`src/rtl/mem_arbiter.sv`:
```
// Instruction/data arbiter onto one backing memory port, with D-side starvation guard.
// Optional GRANT watchdog is compiled in with `define MEM_ARB_TIMEOUT_EN.
//
// state   | meaning
// --------+--------------------------------------------------------------
// S_IDLE  | no transaction; arbitrate between i_req and d_req each cycle
// S_GRANT | latched request driven on mem_*, waiting for mem_ack/timeout
// S_RESP  | owner's ready pulses for this single cycle, rdata is valid
module mem_arbiter #(
  parameter int DATA_WIDTH     = 32,
  parameter int ADDR_WIDTH     = 32,
  parameter int STARVE_LIMIT   = 4,
  parameter int TIMEOUT_CYCLES = 255
) (
  input  logic                  clk,
  input  logic                  rst,

  input  logic                  i_req,
  input  logic [ADDR_WIDTH-1:0] i_addr,
  output logic                  i_ready,
  output logic [DATA_WIDTH-1:0] i_rdata,

  input  logic                  d_req,
  input  logic                  d_we,
  input  logic [ADDR_WIDTH-1:0] d_addr,
  input  logic [DATA_WIDTH-1:0] d_wdata,
  input  logic [3:0]            d_be,
  output logic                  d_ready,
  output logic [DATA_WIDTH-1:0] d_rdata,

  output logic                  mem_req,
  output logic                  mem_we,
  output logic [ADDR_WIDTH-1:0] mem_addr,
  output logic [DATA_WIDTH-1:0] mem_wdata,
  output logic [3:0]            mem_be,
  input  logic                  mem_ack,
  input  logic [DATA_WIDTH-1:0] mem_rdata,

  output logic                  busy,
  output logic                  owner,
  output logic                  err
);

  localparam int SW = (STARVE_LIMIT < 1) ? 1 : $clog2(STARVE_LIMIT + 1);
  localparam logic [SW-1:0] STARVE_MAX = SW'(STARVE_LIMIT);

  typedef enum logic [1:0] {
    S_IDLE  = 2'd0,
    S_GRANT = 2'd1,
    S_RESP  = 2'd2
  } state_t;

  state_t state_q, state_d;

  logic                  grant_d;
  logic                  grant_i;
  logic                  complete;
  logic                  timeout_hit;
  logic                  starve_ok;
  logic [SW-1:0]         starve_cnt;

  logic [ADDR_WIDTH-1:0] lat_addr;
  logic                  lat_we;
  logic [DATA_WIDTH-1:0] lat_wdata;
  logic [3:0]            lat_be;
  logic                  owner_q;
  logic [DATA_WIDTH-1:0] i_rdata_q;
  logic [DATA_WIDTH-1:0] d_rdata_q;
  logic [DATA_WIDTH-1:0] rdata_val;

  assign starve_ok = (starve_cnt < STARVE_MAX);

  always_ff @(posedge clk or negedge rst) begin
    if (!rst) begin
      state_q <= S_IDLE;
    end else begin
      state_q <= state_d;
    end
  end

  always_comb begin
    state_d  = state_q;
    grant_d  = 1'b0;
    grant_i  = 1'b0;
    complete = 1'b0;
    case (state_q)
      S_IDLE: begin
        if (d_req && (!i_req || starve_ok)) begin
          grant_d = 1'b1;
          state_d = S_GRANT;
        end else if (i_req) begin
          grant_i = 1'b1;
          state_d = S_GRANT;
        end
      end
      S_GRANT: begin
        if (mem_ack || timeout_hit) begin
          complete = 1'b1;
          state_d  = S_RESP;
        end
      end
      S_RESP: begin
        state_d = S_IDLE;
      end
      default: begin
        state_d = S_IDLE;
      end
    endcase
  end

  // A write or a watchdog expiry returns zero rather than whatever is on mem_rdata.
  assign rdata_val = (lat_we || timeout_hit) ? '0 : mem_rdata;

  always_ff @(posedge clk or negedge rst) begin
    if (!rst) begin
      lat_addr  <= '0;
      lat_we    <= 1'b0;
      lat_wdata <= '0;
      lat_be    <= 4'h0;
      owner_q   <= 1'b0;
      i_rdata_q <= '0;
      d_rdata_q <= '0;
    end else begin
      if (grant_d) begin
        lat_addr  <= d_addr;
        lat_we    <= d_we;
        lat_wdata <= d_wdata;
        lat_be    <= d_be;
        owner_q   <= 1'b1;
      end else if (grant_i) begin
        lat_addr  <= i_addr;
        lat_we    <= 1'b0;
        lat_wdata <= '0;
        lat_be    <= 4'hF;
        owner_q   <= 1'b0;
      end
      if (complete) begin
        if (owner_q) begin
          d_rdata_q <= rdata_val;
        end else begin
          i_rdata_q <= rdata_val;
        end
      end
    end
  end

  // Only D grants that actually make a pending fetch wait count toward starvation.
  always_ff @(posedge clk or negedge rst) begin
    if (!rst) begin
      starve_cnt <= '0;
    end else if (grant_i) begin
      starve_cnt <= '0;
    end else if (grant_d && i_req && (starve_cnt != STARVE_MAX)) begin
      starve_cnt <= starve_cnt + 1'b1;
    end
  end

`ifdef MEM_ARB_TIMEOUT_EN
  localparam int WD_W = (TIMEOUT_CYCLES < 1) ? 1 : $clog2(TIMEOUT_CYCLES + 1);
  localparam logic [WD_W-1:0] WD_LAST = WD_W'(TIMEOUT_CYCLES - 1);

  logic [WD_W-1:0] wd_cnt;
  logic            err_q;

  // The counter always passes through IDLE before GRANT, so clearing there covers GRANT entry.
  always_ff @(posedge clk or negedge rst) begin
    if (!rst) begin
      wd_cnt <= '0;
    end else if (state_q == S_IDLE) begin
      wd_cnt <= '0;
    end else if ((state_q == S_GRANT) && !mem_ack) begin
      wd_cnt <= wd_cnt + 1'b1;
    end
  end

  assign timeout_hit = (state_q == S_GRANT) && (wd_cnt == WD_LAST) && !mem_ack;

  always_ff @(posedge clk or negedge rst) begin
    if (!rst) begin
      err_q <= 1'b0;
    end else begin
      err_q <= complete && timeout_hit;
    end
  end

  assign err = err_q;
`else
  assign timeout_hit = 1'b0;
  assign err         = 1'b0;
`endif

  assign mem_req   = (state_q == S_GRANT);
  assign mem_we    = lat_we;
  assign mem_addr  = lat_addr;
  assign mem_wdata = lat_wdata;
  assign mem_be    = lat_be;

  assign busy    = (state_q != S_IDLE);
  assign owner   = owner_q;
  assign i_ready = (state_q == S_RESP) && !owner_q;
  assign d_ready = (state_q == S_RESP) &&  owner_q;
  assign i_rdata = i_rdata_q;
  assign d_rdata = d_rdata_q;

endmodule

```
`config.mk`:
```
export PLATFORM = sky130hd
export DESIGN_NAME = mem_arbiter
export DESIGN_NICKNAME = d
export VERILOG_FILES = /design/src/rtl/mem_arbiter.sv
export SDC_FILE = /design/constraint.sdc
export NUM_CORES = 1
export LEC_CHECK = 0
export CAP_MARGIN = 25
export CELL_PAD_IN_SITES_DETAIL_PLACEMENT = 0
export CELL_PAD_IN_SITES_GLOBAL_PLACEMENT = 1
export CORE_MARGIN = 1
export CORE_UTILIZATION = 47
export CTS_CLUSTER_SIZE = 25
export DETAILED_ROUTE_END_ITERATION = 16
export DONT_BUFFER_PORTS = 1
export GPL_TIMING_DRIVEN = 0
export PLACE_DENSITY = 0.79
export SETUP_SLACK_MARGIN = 0.02
export SLEW_MARGIN = 20
export SYNTH_ARGS = -nofsm -noshare
export SYNTH_HDL_FRONTEND = slang
export SYNTH_SLANG_ARGS = --single-unit
```
`constraint.sdc`:
```
create_clock -name clk -period 1.56 [get_ports clk]
set_input_delay 0.468 -clock clk [delete_from_list [all_inputs] [get_ports clk]]
set_output_delay 0.468 -clock clk [all_outputs]
set_load 0.01 [all_outputs]
```
Fig. 1: run 1, M1 wires
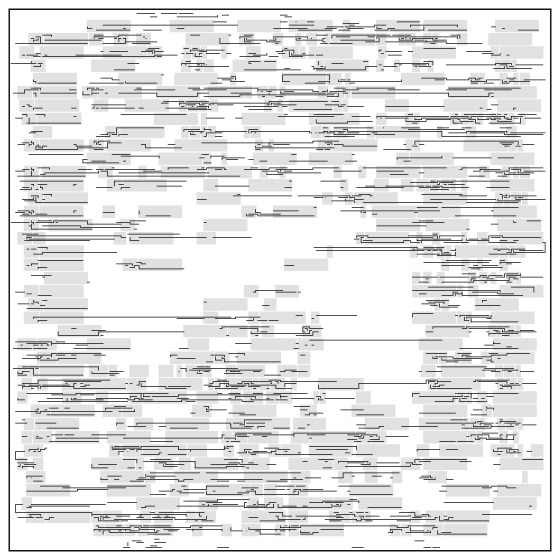
main direction: horizontal
share of all routed wire: 39%
wire length on this layer: 5,440 um
longest straight run: 40.5 um
nets with wire on the layer: 561
WL final: 13,930 um
vias: 3,865
GR Util met1: 27.85%

Fig. 2: run 1, signal wires on met2
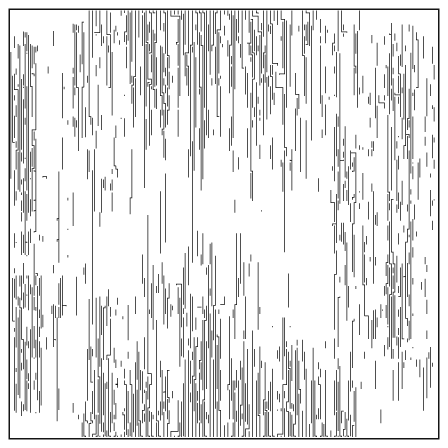
nets with wire on the layer: 550
main direction: vertical
GRT met2 Usage: 37.23%

Fig. 3: run 1, met4 routing
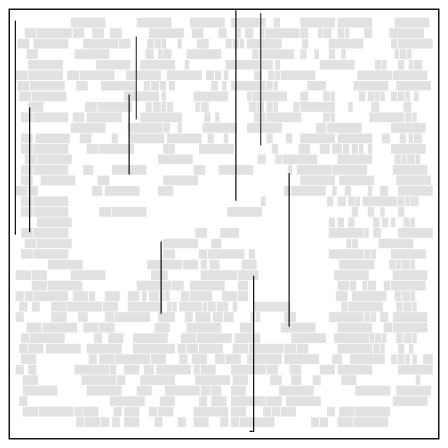
nets with wire on the layer: 7
longest straight run: 55.1 um
wire length on this layer: 310 um
share of all routed wire: 2.2%

==> changes_impl.md, run 1 <==
### Metrics

* Worst setup EP type: output port
* Switching portion of total power at a little over a third
* Core area at 11,470 um2
* Clock network fraction of total power at 26.1%
* Filler instances at 955
* Int Pwr at 0.009769 W
* Worst R2R Path Depth at 6
* GRT Max-Usage Layer: met2
* Tap cell count at 143
* Post-layout util at a little under three fifths
* Endpoints failing setup at 12
* Port Buffer Count at 0
* Final tally of hold violations at 139
* Failing checks: hold timing, setup timing
* Max-slew violations at 0
* Reg2reg end: mem_addr[16]$_DFFE_PN0P_
* CTS buffer count at 17
* Detailed Route Iter0 Violations at 251
* Die Width at 110.7 um
* Congestion Overflow GR at 0
* Cell Count Post-Placement at 611
* Area-dominant class: flip-flops and latches
* Buffering overhead at 5.529%
* Fin Hold WS at -0.2370 ns
* Initial antenna violation count at 0
* PnR worst setup slack at -0.09687 ns
* First-pass GRT wire length at 21,380 um
* Critical Path RT at 1.09 ns
* Status: finished with violations
* Die Size at 12,260 um2
* Post-route clock period utilization at 106.2%
* FP Util at 48.45%
* RSZ-0062 raised after global routing: true
[run 1: stage by stage]
stage | total power, W | cell area [um2] | hold slack [ns] | setup TNS, ns | worst slack, ns
after global placement | 0.01076 | 5734 | 0.1759 | -0.9486 | -0.08798
after global routing | 0.01632 | 6563 | -0.2600 | -1.962 | -0.1597
after CTS | 0.01515 | 6401 | -0.2609 | -0.3798 | -0.1116
final | 0.01539 | 6563 | -0.2370 | -0.3326 | -0.09687
after floorplan | 0.009761 | 5555 | 0.1724 | 0 | 0.1936
after detailed placement | 0.01095 | 5734 | 0.1753 | -1.476 | -0.1140
[run 1: synthesized netlist by cell type, types with 2 or more instances]
master      n
dfrtp_1   139
ha_1        2
nor2_4      2
clkbuf_1   13
buf_6       3
o21ai_0    65
a22o_1     34
buf_4       4
inv_1       4
o22a_1      4
buf_2      16
nand2b_1   34
o221a_2    32
nor2_1      2
nand2_1    67
or3_1      32
[run 1: layer usage]
layer	share of wire, %	wire length, um	vias up
met5	0	0	-
met4	2.2	310	0
met3	8.6	1201	20
met2	50	6973	193
met1	39	5444	1917
li1	-	-	1735
[run 1: critical path: stages, from the launching register on]
cell,delay (ns)
dfrtp_2,0.45
nor2_4,0.16
inv_4,0.05
buf_6,0.13
[run 1: what timing repair did]
action	CTS	global route
endpoints found under the setup margin	43	93
buffers inserted	4	7
gates resized	16	42
cloned	1	3
hold endpoints to repair	139	139
pin swaps	2	4
[run 1: kinds of logic (layout without fill, tap and decap cells)]
logic type | count (synthesis) | after routing | synth area share [%]
simple gates | 146 | 147 | 13.90
mux | 1 | 1 | 0.2027
flops | 139 | 139 | 62.61
fa+ha+maj | 2 | 2 | 0.4504
compound gates | 138 | 138 | 18.92
other cells | 1 | 1 | 0.06750
buf+inv | 41 | 86 | 3.851
--- run 2 (diff from run 1) ---
--- a/config.mk
+++ b/config.mk
@@ -9,12 +9,14 @@
 export CELL_PAD_IN_SITES_DETAIL_PLACEMENT = 0
 export CELL_PAD_IN_SITES_GLOBAL_PLACEMENT = 1
 export CORE_MARGIN = 1
-export CORE_UTILIZATION = 47
+export CORE_UTILIZATION = 49
+export CTS_BUF_LIST = sky130_fd_sc_hd__clkbuf_4 sky130_fd_sc_hd__clkbuf_8
 export CTS_CLUSTER_SIZE = 25
 export DETAILED_ROUTE_END_ITERATION = 16
 export DONT_BUFFER_PORTS = 1
 export GPL_TIMING_DRIVEN = 0
-export PLACE_DENSITY = 0.79
+export PLACE_DENSITY_LB_ADDON = 0.1
+export REMOVE_ABC_BUFFERS = 1
 export SETUP_SLACK_MARGIN = 0.02
 export SLEW_MARGIN = 20
 export SYNTH_ARGS = -nofsm -noshare
==> changes_impl.md, run 2 <==
### Metrics

* Status: finished with violations
* Failing checks: hold timing, setup timing
* Filler instances at 910 (-4.7%)
* Port Buffer Count at 0 (unchanged)
* Max-slew violations at 0 (unchanged)
* Detailed Route Iter0 Violations at 267 (+6.4%)
* Wl on met1 at 5837 um (+7.2%)
* Congestion Overflow GR at 0 (unchanged)
* CTS buffer count at 17 (unchanged)
* First-pass GRT wire length at 21,730 um (+1.6%)
* PnR worst setup slack at -0.1665 ns (-0.06958 ns)
* Crit path largest cell delay at 0.54 ns (+0.09 ns)
* Non-Filler Instances at roughly 640
* Critical path buffers and inverters at 0 (-2)
* Routed length on met2 at 8017 um (+15%)
* Placed inst area at 5600 um2 (-2.3%)
* Die Width at 108.5 um (-2.0%)
* CP Cell Sequence: and3b_2
* Die Size at 11,770 um2 (-4.0%)
* Cell area after synthesis at 5555 um2
* Switching portion of total power at 38.77% (+2.3 points)
* Area-dominant class: flip-flops and latches
* Total negative slack at -4.066 ns (-3.733 ns)
* Endpoints failing setup at 39 (+27)
* Tap cell count at 140 (-2.1%)
* Top Layer Used: met4
* Buffering overhead at 3.645% (-1.9 points)
* Final Power at 0.01483 W (-3.7%)
* Avg WL per Cell at 24.08 um
* Final tally of hold violations at 139 (unchanged)
* Clock network fraction of total power at 19.2% (-6.9 points)
* RSZ-0062 raised after global routing: true
* Top cells by count, synth: dfrtp_1, nand2_1, o21ai_0, a22o_1, nand2b_1
* Critical Path RT at 1.09 ns (about the same)
* CTS tree: yes
* Post-layout util at 59.32% (+2.1 points)
* Fin Hold WS at -0.2678 ns (-0.03080 ns)
* Finished Cell Area at 6487 um2 (-1.1%)
* FP Util at 50.80% (+2.4 points)
* Cell Count Post-Placement at 573 (-6.2%)
* Initial antenna violation count at 0 (unchanged)
* Worst setup EP type: output port
* DR WL met3 at 1240 um (+3.2%)
* Core area at 10,940 um2 (-4.6%)
* Max cap viols at 0
* Slowest-stage cell, CP: dfrtp_2
[run 2: cells by family (layout without fill, tap and decap cells)]
group	count (synthesis)	after routing	share of synthesized area (%)
simple gates	146	152	13.90
flops	139	139	62.61
compound gates	138	143	18.92
buf+inv	41	60	3.851
fa+ha+maj	2	2	0.4504
other cells	1	1	0.06750
mux	1	1	0.2027
[run 2: worst paths after layout]
kind	start	to	cells past startpoint	slack [ns]
max in group asynchronous	rst	state_q[0]$_DFFE_PN0P_	0	1.63
min in group clk	mem_ack	state_q[0]$_DFFE_PN0P_	1	0.15
min	rst	d_rdata[16]$_DFFE_PN0P_	0	-0.27
min reg2reg	starve_cnt[1]$_DFFE_PN0P_	starve_cnt[1]$_DFFE_PN0P_	2	0.52
max	owner$_DFFE_PN0P_	d_ready	1	-0.17
max reg2reg	state_q[1]$_DFFE_PN0P_	mem_addr[27]$_DFFE_PN0P_	7	-0.14
[run 2: repair_timing]
item | in CTS | in global routing
hold endpoints to repair | 139 | 139
pin swaps | 16 | 17
gates cloned | 10 | 7
setup endpoints to repair | 107 | 131
buffers inserted | 10 | 7
resized | 28 | 21
[run 2: routing by layer]
metal / GRT usage (%) / vias to the layer above
met2: 42.36 / 182
met3: 8.981 / 23
li1: - / 1736
met5: 0 / -
met1: 29.95 / 1911
met4: 10.62 / 0
[run 2: power groups by stage]
| stage | Combinational, W | Sequential [W] | Clock (W) |
|---|---|---|---|
| 2_1_floorplan | 0.00254 | 0.00695 | 0 |
| 3_3_place_gp | 0.00294 | 0.00749 | 0 |
| 3_5_place_dp | 0.00317 | 0.00750 | 0 |
| 4_1_cts | 0.00387 | 0.00750 | 0.00292 |
| 5_1_grt | 0.00500 | 0.00763 | 0.00311 |
| 6_report | 0.00454 | 0.00744 | 0.00285 |
Fig. 4: run 2, M1 wires
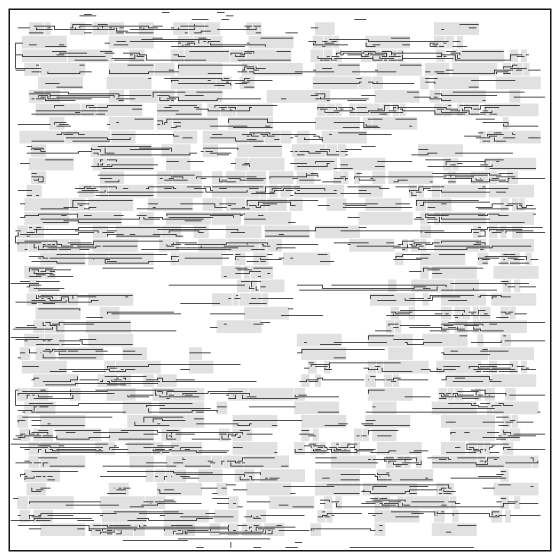
wire length on this layer: 5,840 um
nets with wire on the layer: 567
share of all routed wire: 38%
vias: 3,852
GR Util met1: 29.95%
WL final: 15,360 um

--- run 3 (diff from run 2) ---
--- a/config.mk
+++ b/config.mk
@@ -11,11 +11,11 @@
 export CORE_MARGIN = 1
 export CORE_UTILIZATION = 49
 export CTS_BUF_LIST = sky130_fd_sc_hd__clkbuf_4 sky130_fd_sc_hd__clkbuf_8
-export CTS_CLUSTER_SIZE = 25
+export CTS_CLUSTER_SIZE = 30
 export DETAILED_ROUTE_END_ITERATION = 16
 export DONT_BUFFER_PORTS = 1
 export GPL_TIMING_DRIVEN = 0
-export PLACE_DENSITY_LB_ADDON = 0.1
+export PLACE_DENSITY = 0.89
 export REMOVE_ABC_BUFFERS = 1
 export SETUP_SLACK_MARGIN = 0.02
 export SLEW_MARGIN = 20
==> changes_impl.md, run 3 <==
### Metrics

* Die Size at 11,770 um2 (unchanged)
* Endpoints failing setup at 51 (+31%)
* Clk. pwr at 0.00314 W (+10%)
* Seq pwr at 0.00748 W (+0.5%)
* Core area at 10,940 um2 (unchanged)
* First-pass GRT wire length at 21,300 um (-2.0%)
* GRT met2 Usage at 42.81% (+0.45 points)
* Reg2reg end: mem_addr[28]$_DFFE_PN0P_
* Clock network fraction of total power at 20.5% (+1.3 points)
* Congestion Overflow GR at 0 (unchanged)
* Max-slew violations at 0 (unchanged)
* Top cells by count, synth: dfrtp_1, nand2_1, o21ai_0, a22o_1, nand2b_1
* Worst setup EP type: output port
* Failing checks: hold timing, setup timing
* Critical Path RT at 1.09 ns (about the same)
* Status: finished with violations
* Initial antenna violation count at 0 (unchanged)
* Post-CTS Resized at 27 (-3.6%)
* Die Width at 108.5 um (unchanged)
* CTS buffer count at 17 (unchanged)
* PnR worst setup slack at -0.1767 ns (-0.01029 ns)
* Final tally of hold violations at 139 (unchanged)
* Slowest-stage cell, CP: dfrtp_2
* RR Startpoint: state_q[0]$_DFFE_PN0P_
* RSZ-0062 raised after global routing: true
* Cell area after synthesis at 5555 um2 (unchanged)
* GRT Max-Usage Layer: met2
* Comb. pwr at 0.00470 W (+4%)
* Max cap viols at 0 (unchanged)
* GR Util met1 at 28.15% (-1.8 points)
* Fin Hold WS at -0.2903 ns (-0.02253 ns)
* Postcts setup bufs at 11 (+1)
* R2R setup slack at -0.08 ns (+0.06 ns)
* Met3 usage at 9.102% (+0.12 points)
* Top Layer Used: met4
* DR WL met3 at 1456 um (+17%)
* Top pwr grp: sequential cells
* Avg WL per Cell at 24.56 um (+2.0%)
* Wl on met1 at 5737 um (-1.7%)
-- run 3: cell count changes in the layout (fill, tap and decap cells not counted), sizes merged --
cell,change
buf,+4
clkbuf,-7
clkinv,-4
inv,+10
nor2,-1
o21ai,-1
-- run 3: kinds of logic after synthesis --
| family | count (synthesis) | share of synthesized area, % |
|---|---|---|
| multiplexers | 1 | 0.2027 |
| AND-OR/OR-AND | 138 | 18.92 |
| other | 1 | 0.06750 |
| buffers and inverters | 41 | 3.851 |
| flip-flops | 139 | 62.61 |
| AND/OR/NAND/NOR | 146 | 13.90 |
| adder cells (fa/ha/maj) | 2 | 0.4504 |
-- run 3: per-stage QoR --
step                      area [um2]  power, W  utilization [%]
after global routing            6599   0.01618            60.34
after detailed placement        5610   0.01073            51.30
after global placement          5538   0.01038            50.64
after floorplan                 5363  0.009482                -
final                           6599   0.01532            60.34
after CTS                       6321   0.01467            57.80
-- run 3: final cells by class --
type                            count  area [um2]
Inverter                            5       28.78
Fill cell                         842        4337
Clock inverter                     15       197.7
Clock buffer                       17       234.0
Tap cell                          140       175.2
Timing Repair Buffer               22       269.0
Sequential cell                   139        3486
Multi-Input combinational cell    297        2163
Timing Repair inverter              4       45.04
-- run 3: how the worst max path moves through the flow --
stage                                 from                       end  slack [ns]
floorplan                owner$_DFFE_PN0P_   i_rdata[30]$_DFFE_PN0P_       -0.77
global placement         owner$_DFFE_PN0P_   i_rdata[30]$_DFFE_PN0P_       -1.63
detailed placement  state_q[0]$_DFFE_PN0P_  mem_addr[15]$_DFFE_PN0P_       -0.39
CTS                 state_q[1]$_DFFE_PN0P_   d_rdata[19]$_DFFE_PN0P_       -0.17
global route             owner$_DFFE_PN0P_                   d_ready       -0.22
finish                   owner$_DFFE_PN0P_                   d_ready       -0.18
Fig. 5: run 3, met4 routing
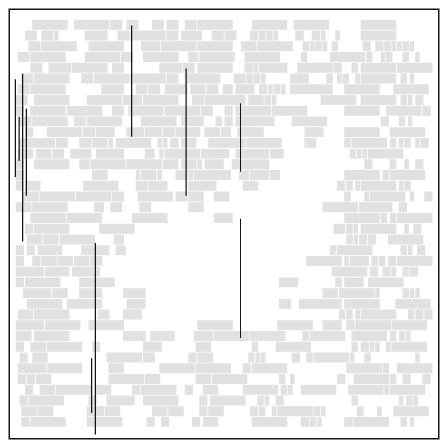
nets with wire on the layer: 9
wire length on this layer: 268 um
vias: 3,946
WL final: 15,690 um

Power is estimated from default activity; no workload was simulated.
